$ cat src/rtl/mem_ctrl_pkg.sv
// Shared encodings for the MEM-stage load/store controller: access sizes,
// FSM states, data width and the alignment check used at request accept.
package mem_ctrl_pkg;

    localparam int DW = 32;

    typedef enum logic [1:0] {
        SIZE_BYTE = 2'b00,
        SIZE_HALF = 2'b01,
        SIZE_WORD = 2'b10,
        SIZE_RSVD = 2'b11
    } size_e;

    typedef enum logic [1:0] {
        IDLE  = 2'b00,
        READ  = 2'b01,
        WRITE = 2'b10,
        RESP  = 2'b11
    } state_e;

    // Reserved size is treated as a misaligned request so it never reaches memory.
    function automatic logic is_misaligned(input logic [1:0] size, input logic [1:0] offset);
        case (size)
            SIZE_HALF: return offset[0];
            SIZE_WORD: return offset != 2'b00;
            SIZE_RSVD: return 1'b1;
            default:   return 1'b0;
        endcase
    endfunction

endpackage

$ cat src/rtl/mem_access_ctrl_byte_lane_unit.sv
// Little-endian lane steering: extracts and extends a loaded byte/half, and
// merges a right-aligned store byte/half into a previously read word.
module byte_lane_unit
    import mem_ctrl_pkg::*;
(
    input  logic [1:0]    offset,
    input  logic [1:0]    size,
    input  logic          is_unsigned,
    input  logic [DW-1:0] rdata,
    input  logic [DW-1:0] wdata,
    output logic [DW-1:0] load_data,
    output logic [DW-1:0] merged_word
);

    logic [7:0]  lane_byte;
    logic [15:0] lane_half;
    logic        fill;

    always_comb begin
        lane_byte   = rdata[{offset, 3'b000} +: 8];
        lane_half   = offset[1] ? rdata[31:16] : rdata[15:0];
        fill        = 1'b0;
        load_data   = rdata;
        merged_word = rdata;

        case (size)
            SIZE_BYTE: begin
                fill        = !is_unsigned && lane_byte[7];
                load_data   = {{24{fill}}, lane_byte};
                merged_word[{offset, 3'b000} +: 8] = wdata[7:0];
            end
            SIZE_HALF: begin
                fill      = !is_unsigned && lane_half[15];
                load_data = {{16{fill}}, lane_half};
                if (offset[1]) begin
                    merged_word[31:16] = wdata[15:0];
                end else begin
                    merged_word[15:0] = wdata[15:0];
                end
            end
            default: begin
                load_data   = rdata;
                merged_word = wdata;
            end
        endcase
    end

endmodule

$ cat src/rtl/mem_access_ctrl.sv
// Load/store initiator between the MIPS MEM stage and a word-wide data memory
// without byte enables; sub-word stores are performed as read-modify-write.
module mem_access_ctrl
    import mem_ctrl_pkg::*;
#(
    parameter int MEM_AW = 9
) (
    input  logic              clk,
    input  logic              reset,
    input  logic              req_valid,
    output logic              req_ready,
    input  logic              req_write,
    input  logic [1:0]        req_size,
    input  logic              req_unsigned,
    input  logic [DW-1:0]     req_addr,
    input  logic [DW-1:0]     req_wdata,
    output logic              resp_valid,
    output logic [DW-1:0]     resp_rdata,
    output logic              resp_misaligned,
    output logic [MEM_AW-1:0] mem_addr,
    output logic              mem_read,
    output logic              mem_write,
    output logic [DW-1:0]     mem_wdata,
    input  logic [DW-1:0]     mem_rdata
);

    state_e        state, state_n;
    logic          lat_write;
    logic          lat_unsigned;
    logic [1:0]    lat_size;
    logic [1:0]    lat_off;
    logic [DW-1:0] lat_wdata;
    logic          accept;
    logic          req_bad;
    logic          req_word_store;
    logic [DW-1:0] load_data;
    logic [DW-1:0] merged_word;
    logic          unused_addr_hi;

    // Upper address bits alias away; the memory only sees the word index.
    assign unused_addr_hi = ^req_addr[DW-1:MEM_AW+2];

    // RESP also accepts so back-to-back requests pay no extra bubble.
    assign req_ready      = ((state == IDLE) || (state == RESP)) && !reset;
    assign accept         = req_valid && req_ready;
    assign req_bad        = is_misaligned(req_size, req_addr[1:0]);
    assign req_word_store = req_write && (req_size == SIZE_WORD);

    byte_lane_unit u_lanes (
        .offset      (lat_off),
        .size        (lat_size),
        .is_unsigned (lat_unsigned),
        .rdata       (mem_rdata),
        .wdata       (lat_wdata),
        .load_data   (load_data),
        .merged_word (merged_word)
    );

    always_ff @(posedge clk) begin
        if (reset) begin
            state <= IDLE;
        end else begin
            state <= state_n;
        end
    end

    always_comb begin
        state_n = state;
        case (state)
            IDLE, RESP: begin
                state_n = IDLE;
                if (accept) begin
                    if (req_bad) begin
                        state_n = RESP;
                    end else if (req_word_store) begin
                        state_n = WRITE;
                    end else begin
                        state_n = READ;
                    end
                end
            end
            READ:    state_n = lat_write ? WRITE : RESP;
            WRITE:   state_n = RESP;
            default: state_n = IDLE;
        endcase
    end

    // Outputs are registered from the next state so each one lines up with its FSM cycle.
    always_ff @(posedge clk) begin
        if (reset) begin
            lat_write       <= 1'b0;
            lat_unsigned    <= 1'b0;
            lat_size        <= 2'b00;
            lat_off         <= 2'b00;
            lat_wdata       <= '0;
            mem_addr        <= '0;
            mem_read        <= 1'b0;
            mem_write       <= 1'b0;
            mem_wdata       <= '0;
            resp_valid      <= 1'b0;
            resp_rdata      <= '0;
            resp_misaligned <= 1'b0;
        end else begin
            mem_read        <= (state_n == READ);
            mem_write       <= (state_n == WRITE);
            resp_valid      <= (state_n == RESP);
            resp_misaligned <= accept && req_bad;
            resp_rdata      <= ((state == READ) && !lat_write) ? load_data : '0;

            if (accept) begin
                lat_write    <= req_write;
                lat_unsigned <= req_unsigned;
                lat_size     <= req_size;
                lat_off      <= req_addr[1:0];
                lat_wdata    <= req_wdata;
                mem_addr     <= req_addr[MEM_AW+1:2];
                if (req_word_store && !req_bad) begin
                    mem_wdata <= req_wdata;
                end
            end

            if ((state == READ) && lat_write) begin
                mem_wdata <= merged_word;
            end
        end
    end

endmodule

$ cat config.mk
export PLATFORM = sky130hd
export DESIGN_NAME = mem_access_ctrl
export DESIGN_NICKNAME = d
export VERILOG_FILES = /design/src/rtl/mem_ctrl_pkg.sv /design/src/rtl/mem_access_ctrl_byte_lane_unit.sv /design/src/rtl/mem_access_ctrl.sv
export SDC_FILE = /design/constraint.sdc
export NUM_CORES = 1
export LEC_CHECK = 0
export ABC_CLOCK_PERIOD_IN_PS = 6200
export CAP_MARGIN = 20
export CORE_ASPECT_RATIO = 1.5
export CORE_MARGIN = 5
export CORE_UTILIZATION = 30
export DETAILED_ROUTE_END_ITERATION = 12
export PLACE_DENSITY = 0.6
export SKIP_CTS_REPAIR_TIMING = 1
export SLEW_MARGIN = 20
export SYNTH_ARGS = -nofsm -noshare
export SYNTH_HDL_FRONTEND = slang
export SYNTH_SLANG_ARGS = --single-unit
$ cat constraint.sdc
create_clock -name clk -period 6.2 [get_ports clk]
set_input_delay 1.24 -clock clk [delete_from_list [all_inputs] [get_ports clk]]
set_output_delay 1.24 -clock clk [all_outputs]
set_load 0.02 [all_outputs]
**Run 1: zoomed window**

Window x 45 to 75, y 108 to 138 microns. Cells in gray, sequential cells in the stronger gray; small squares are vias.
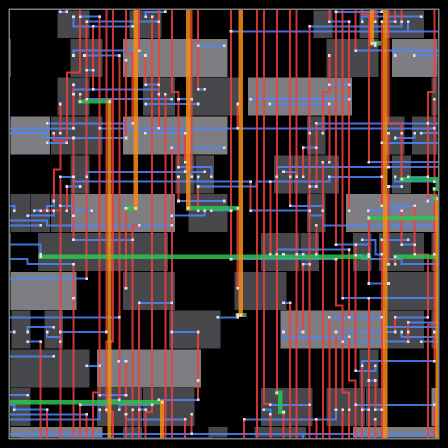
color	layer
green	M3
orange	M4
red	M2
blue	M1
netlist names of flops here include	`lat_wdata` (4), `mem_wdata` (4)
sequential cells in the window	8
most frequent	nand2_1 (17), dfxtp_1 (8), nand3b_1 (7)
cells with their middle in the window	52

**Run 1: met1 routing**

(2 px per micron) Supply wires on this layer in gray.
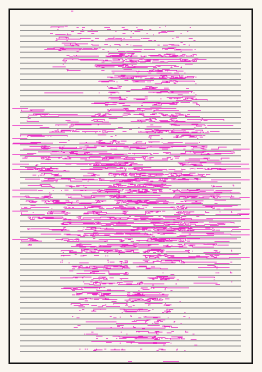
wire length on this layer	7830 microns
main direction	horizontal
nets with wire on the layer	769
met1 Usage GRT: 21.7%
total via count after detailed routing: 5242

==> Table 3: Implementation characteristics, run 1 <==
Summary of implementation characteristics

Parameter                              Value

Final layout
  Combinational share of cell area    37.9%
  Fraction of area in clock buffers and inverters    7.17%
  Top class by area    multi-input combinational cells
  Fill cell count    1808
  Layout multi-input combinational cell count    457
  Sequential cell area    2340 sq um
  Register share of the cell area    30.2%
  Biggest regs    lat_wdata x32, mem_wdata x32, resp_rdata x32
  Ratio of cells with drive above 1 in the final layout    7.62%
  Clkbuf count    24
  Most frequent logic cell in the layout    nand2_1
  Count of non-CTS buffers in the layout    165
  Non-clock buffering overhead    21.0%
  Final nets    874
  Most frequent logic cells in the routed design    nand2_1 (182), clkdlybuf4s50_1 (158), dfxtp_1 (116)

Clock network
  Clock-pin slew reported for the worst setup and hold paths after clock tree synthesis    0.05 ns
  H-tree level count    4
  Clock sink total    117
  Max Root-Sink Buffers    2
  Num CTS Buffers    17
  Clk root buf    clkbuf_16

Power
  Relative contribution of combinational cells to total power    26.6%
  Net switching power of the design    0.000815 W
  Part of the power in the clock network    36.5%

Setup path
  Logic depth of the worst setup path including buffers    3
  End of the worst register-to-register path    mem_wdata[8]$_SDFFE_PP0P_
  Worst Reg-to-Reg Cells    7
  Critical path required time    4.96 ns
  Critical Path Fanout Max    37
  Number of buffers and inverters on the critical path    2
  Launching element type of the critical path    primary input
  Worst-path cell chain    buf_2 > nor2b_1 > clkdlybuf4s50_1
  Crit-path slowest cell    clkdlybuf4s50_1
  Arrival time at the worst endpoint    2.46 ns
  Setup slack on the worst flop-to-flop path    3.58 ns
  Worst Setup Path Type    in2out

Outcome
  Status    finished, final reports clean

Global route
  Pin count of the biggest net entering global routing    58
  Met2 capacity usage during global routing    33.5%
  Initial antenna violation count    0
  Global-route wire length before repair    31.0 mm
  Total congestion overflow after global routing    0

Job
  Number of warnings in the stage logs    52
  Max-Cap Viols    0

Synth
  Mean instance size in the synthesized netlist    8.80 sq um
  XOR/XNOR share of the synthesized area    0%
  Net count after synthesis    738
  Instance count of the mapped netlist    628
  Number of synthesized flops with an enable pin    0
  Unique cell types    54
  Biggest area cells    dfxtp_1 (42%), nand2_1 (12%), nand3b_1 (6.3%), mux2i_1 (4.5%), a221oi_1 (4.4%)
  Simple-Gate Area Share    26.0%
  Post-synthesis cell area    5530 sq um
  Yosys warning count    0
  Ys cells    628
  Share of async-settable or async-resettable flops after synthesis    0%
  Sequential element share of the synthesized area    42.4%
  Synthesized registers    117
  Top cell type's share of synthesized area    42.4%

Place
  Tally of buffers added on design ports    159

Detailed routing
  Vias/cell    5.29
  Count of unresolved DRC violations after routing    0
  Wire length on met3    1.13 mm
  Final antenna-violating net count    0
  Met1 Wirelength    7.83 mm
  Starting DRC count in detailed routing    449
  DR WL met2    10.5 mm
  Total Wirelength    20.3 mm

Die
  FP Core Util    30.7%
  Chip Width    121 microns
  Io pins    181
  Vertical die dimension    176 microns

Final timing
  Summed negative setup slack over all endpoints    0 ns
  Min Clock Period, post-route    3.70 ns
  Max transition margin    27.8%
  Ratio of final minimum period to clock period    59.7%
  Setup-failing EPs final    0
  Worst Slack Setup Final    2.50 ns
  RSZ-0062 raised after global routing    no

Worst hold path
  Cell depth of the worst min-delay path    2
  Type of the most critical hold path    reg2reg
  Hold EP    mem_addr[4]$_SDFFE_PP0N_
**Run 1: track usage over the die**

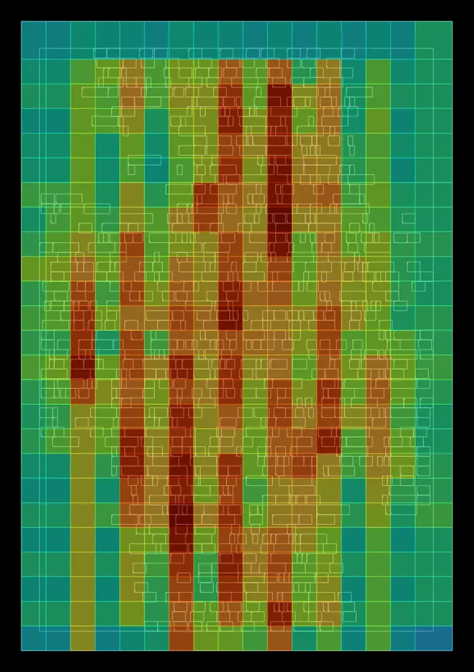
routed wire length per instance: 20.5 microns
layer with the highest usage: met2
met3 usage in global routing: 4.23%
final core occ: 43.1%
combined global-route utilization of all metal layers: 19.2%

run 1: power by group through the flow:
stage	combinational, W	clock [W]	sequential [W]
2_1_floorplan	0.000368	0	0.000990
3_3_place_gp	0.000686	0	0.000969
3_5_place_dp	0.000689	0	0.000969
4_1_cts	0.000693	0.000964	0.000955
5_1_grt	0.000747	0.00100	0.000969
6_report	0.000690	0.000945	0.000956
run 1: worst min-delay path, stage by stage, from the launching register on:
cell and delay (ns):
dfxtp_1 0.30, nand3b_1 0.07, nand2_1 0.05
run 1: worst max path at each step:
stage,startpoint,end,slack (ns)
after floorplan,reset,req_ready,3.07
after global placement,reset,req_ready,2.51
after detailed placement,reset,req_ready,2.52
after CTS,reset,req_ready,2.50
after global routing,reset,req_ready,2.36
final,reset,req_ready,2.50
run 1: per-stage QoR:
stage / hold WS, ns / utilization, % / power [W] / instance area, sq um
floorplan: 0.449 / - / 0.00136 / 5530
finish: 0.470 / 43.1 / 0.00259 / 7770
CTS: 0.475 / 43.1 / 0.00261 / 7770
global placement: 0.462 / 40.0 / 0.00165 / 7210
global route: 0.491 / 43.1 / 0.00272 / 7770
detailed placement: 0.465 / 40.0 / 0.00166 / 7210
run 1: cell usage after synthesis, types with 6 or more instances:
cell type,n
a21o_1,8
a21oi_1,8
a221oi_1,28
a222oi_1,11
a311oi_1,8
a32oi_1,8
buf_2,14
clkbuf_1,28
dfxtp_1,117
ha_1,7
inv_1,6
mux2_2,8
mux2i_1,25
nand2_1,183
nand3b_1,46
nor2_1,19
nor2b_1,8
nor3b_1,11
o211a_1,7
o21bai_1,10
o22ai_1,12
**Run 1: selected gate families**

(3 px per micron)
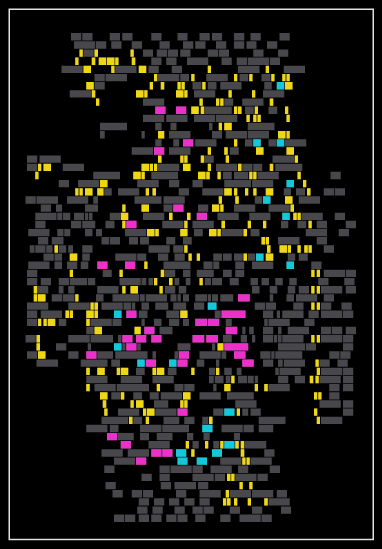

## Run 2: what changed since run 1
--- a/config.mk
+++ b/config.mk
@@ -5,13 +5,13 @@
 export SDC_FILE = /design/constraint.sdc
 export NUM_CORES = 1
 export LEC_CHECK = 0
-export ABC_CLOCK_PERIOD_IN_PS = 6200
+export ABC_CLOCK_PERIOD_IN_PS = 3300
 export CAP_MARGIN = 20
 export CORE_ASPECT_RATIO = 1.5
 export CORE_MARGIN = 5
 export CORE_UTILIZATION = 30
 export DETAILED_ROUTE_END_ITERATION = 12
-export PLACE_DENSITY = 0.6
+export PLACE_DENSITY = 0.62
 export SKIP_CTS_REPAIR_TIMING = 1
 export SLEW_MARGIN = 20
 export SYNTH_ARGS = -nofsm -noshare
==> constraint.sdc (replaced) <==
create_clock -name clk -period 3.3 [get_ports clk]
set_input_delay 0.66 -clock clk [delete_from_list [all_inputs] [get_ports clk]]
set_output_delay 0.66 -clock clk [all_outputs]
set_load 0.02 [all_outputs]
**Run 2: selected gate families**

(3 px per micron)
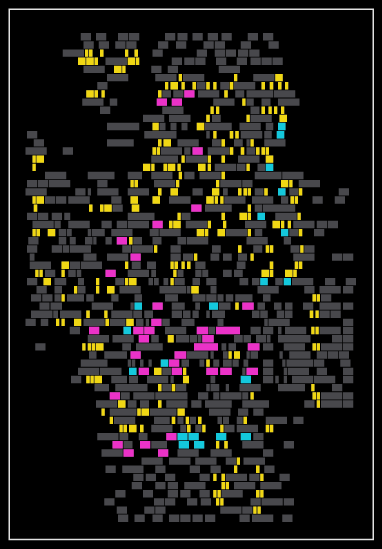
color	family	cells
magenta	mux cells	35
cyan	non-inverting ao/oa cells	20
yellow	nand cells	233
most frequent logic cell in the layout: nand2_1
combinational share of cell area: 37.0%
number of standard cells in the layout, taps in and fillers out: 1001

==> run 2 against run 1 <==
- final cell count grew 1.0%
- highest routed layer unchanged
- sequential power grew 85%
- critical path depth grew 1
- critical path type is now reg2out
- global-route usage shrank 0.21 points
- wire length grew 0.31%
- largest power group is now the clock network
==> Table 3: Implementation characteristics, run 2 <==
Summary of implementation characteristics

Parameter                              Value

Detailed routing
  DR WL met2    10.6 mm (+1.4%)
  Count of unresolved DRC violations after routing    0 (unchanged)
  Starting DRC count in detailed routing    334 (-26%)
  Vias/cell    5.37 (+1.6%)
  Met1 Wirelength    7.75 mm (-1.0%)
  Wire length on met3    1.14 mm (+0.53%)
  Final antenna-violating net count    0 (unchanged)
  Total via count after detailed routing    5377 (+2.6%)
  Routed wire length per instance    20.4 microns (-0.69%)
  Total Wirelength    20.4 mm (+0.31%)

Die
  FP Core Util    30.7% (unchanged)
  Placement row count    60
  Vertical die dimension    176 microns (unchanged)
  Io pins    181 (unchanged)
  Chip Width    121 microns (unchanged)
  Core footprint    18000 sq um
  Floorplan die area    21300 sq um

Synth
  Leading post-synthesis cells by instance count    nand2_1 (183), dfxtp_1 (117), nand3b_1 (46), a221oi_1 (28), clkbuf_1 (28)
  Yosys warning count    0 (unchanged)
  Biggest area cells    dfxtp_1 (42%), nand2_1 (12%), nand3b_1 (6.3%), mux2i_1 (4.5%), a221oi_1 (4.4%)
  Sequential element share of the synthesized area    42.4% (unchanged)
  Mean instance size in the synthesized netlist    8.80 sq um (unchanged)
  Instance count of the mapped netlist    628 (unchanged)
  Number of synthesized flops with an enable pin    0 (unchanged)
  Unique cell types    54 (unchanged)
  Most common cell in the netlist    nand2_1
  Post-synthesis cell area    5530 sq um (unchanged)
  Net count after synthesis    738 (unchanged)
  Post-synthesis chip area from yosys    5530 sq um
  Ys cells    628 (unchanged)
  Synthesized registers    117 (unchanged)
  Share of async-settable or async-resettable flops after synthesis    0% (unchanged)
  Synth Flop Type    dfxtp_1
  Top cell type's share of synthesized area    42.4% (unchanged)

Final layout
  Final nets    881 (+0.80%)
  Final non-filler cell area    7950 sq um (+2.4%)
  Biggest regs    lat_wdata x32, mem_wdata x32, resp_rdata x32
  Most frequent logic cells in the routed design    nand2_1 (183), clkdlybuf4s50_1 (158), dfxtp_1 (116)
  Fill cell count    1803 (-0.28%)
  Ratio of cells with drive above 1 in the final layout    8.55% (+0.92 points)
  Synth-to-Final Area Change    43.9%

Clock network
  Clock-pin slew reported for the worst setup and hold paths after clock tree synthesis    0.06 ns (about the same)
  Num CTS Buffers    17 (unchanged)
  Clock sink total    117 (unchanged)
  CTS tree    built
  Clk root buf    clkbuf_16
  Latency at later pin    0.42 ns
  Max Root-Sink Buffers    2 (unchanged)
  H-tree level count    4 (unchanged)

Final timing
  Max transition margin    40.2% (+12 points)
  Summed negative setup slack over all endpoints    0 ns (unchanged)
  Number of max-slew violations in the final report    0
  Min Clock Period, post-route    2.58 ns
  Post-Route Hold Slack    0.471 ns (+0.000375 ns)
  Worst slew pin tran    0.898 ns
  Final Hold Violation Tally    0
  Ratio of final minimum period to clock period    78.2%
  Setup-failing EPs final    0 (unchanged)
  RSZ-0062 raised after global routing    no

Outcome
  Status    finished, final reports clean

Global route
  Total congestion overflow after global routing    0 (unchanged)
  Initial antenna violation count    0 (unchanged)
  Combined global-route utilization of all metal layers    19.0% (-0.21 points)
  Pin count of the biggest net entering global routing    49 (-16%)
  Global-route wire length before repair    31.1 mm (+0.15%)

Power
  Net switching power of the design    0.00156 W (+92%)
  Comb. pwr    0.00135 W (+96%)
  Relative contribution of combinational cells to total power    25.9% (-0.7 points)
  Static leakage    3.16 nW
  Part of the power in the clock network    40.2% (+3.7 points)
  Largest power group    the clock network
  Clk pwr    0.00210 W (+120%)
  Net Sw Frac    30.0%
  Post-layout total power    0.00521 W (+100%)
  IR Drop Worst-Case VDD    0.330 mV
  Power dissipated in sequential cells    0.00177 W (+85%)

Place
  Placed Cells incl. Taps    969
  Tally of buffers added on design ports    159 (unchanged)
  Half-perimeter wire length of the detailed placement result    15.1 mm
  Post-detailed-placement cell area    7290 sq um (+1.0%)

Worst hold path
  Type of the most critical hold path    reg2reg

Setup path
  Critical path required time    2.64 ns (-2.32 ns)
  Worst Setup Path Type    reg2out
  Launching element type of the critical path    flip-flop
  Critical Path Fanout Max    5 (-86%)
  Arrival time at the worst endpoint    1.92 ns (-0.54 ns)

Job
  Max-Cap Viols    0 (unchanged)
  Number of warnings in the stage logs    52 (unchanged)
**Run 2: zoomed window**

Window x 45 to 75, y 108 to 138 microns. Cells in gray, sequential cells in the stronger gray; small squares are vias.
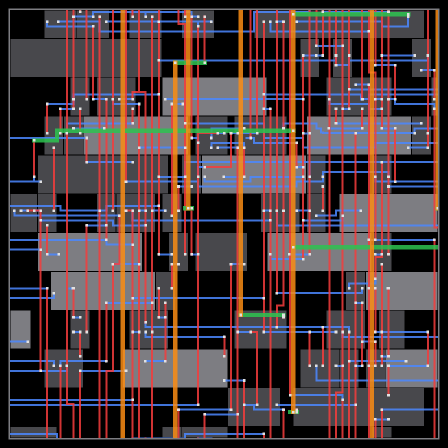
color	layer
orange	M4
red	M2
blue	M1
green	M3
most frequent	nand2_1 (21), dfxtp_1 (11), nand3b_1 (9)
cells with their middle in the window	57
netlist names of flops here include	`lat_wdata` (9), `mem_wdata` (2)
sequential cells in the window	11

## run 2: layout make-up
type | instances | area, sq um | area share, %
Clock inverter | 9 | 198 | 2.49
Tap cell | 217 | 272 | 3.41
Inverter | 6 | 22.5 | 0.283
Timing Repair Buffer | 172 | 1710 | 21.5
Multi-Input combinational cell | 457 | 2940 | 37.0
Clock buffer | 23 | 468 | 5.88
Sequential cell | 117 | 2340 | 29.5
## run 2: path summary, 6_finish.rpt
check	start	to	slack, ns	cells after the start
hold / removal	mem_addr[6]$_SDFFE_PP0N_	mem_addr[6]$_SDFFE_PP0N_	0.47	2
hold reg to reg	mem_addr[6]$_SDFFE_PP0N_	mem_addr[6]$_SDFFE_PP0N_	0.47	2
setup / recovery	state[0]$_SDFF_PP0_	req_ready	0.72	4
setup reg to reg	lat_off[0]$_SDFFE_PP0N_	mem_wdata[1]$_SDFFE_PP0P_	0.90	6
## run 2: kinds of logic after synthesis
| kind of cell | synth area share, % |
|---|---|
| compound gates | 18.5 |
| fa+ha+maj | 1.59 |
| buf+inv | 4.53 |
| flops | 42.4 |
| mux | 6.97 |
| simple gates | 26.0 |
## run 2: worst max-delay path: stages, from the launching register on
cell	delay (ns)
dfxtp_1	0.33
inv_1	0.05
ha_1	0.35
nor2b_1	0.15
clkdlybuf4s50_1	0.62
## run 2: metal layers
metal / vias to the layer above / global-route usage [%]
li1: 2567 / -
met1: 2573 / 20.3
met2: 188 / 34.0
met3: 49 / 5.10
met4: 0 / 9.97
met5: - / 0
## run 2: per-stage QoR
stage                     setup slack, ns  util [%]
after floorplan                     0.983         -
after global routing                0.626      44.1
after CTS                           0.697      44.1
after detailed placement            0.393      40.4
final                               0.721      44.1
after global placement              0.445      40.4
Power is estimated from default activity; no workload was simulated.
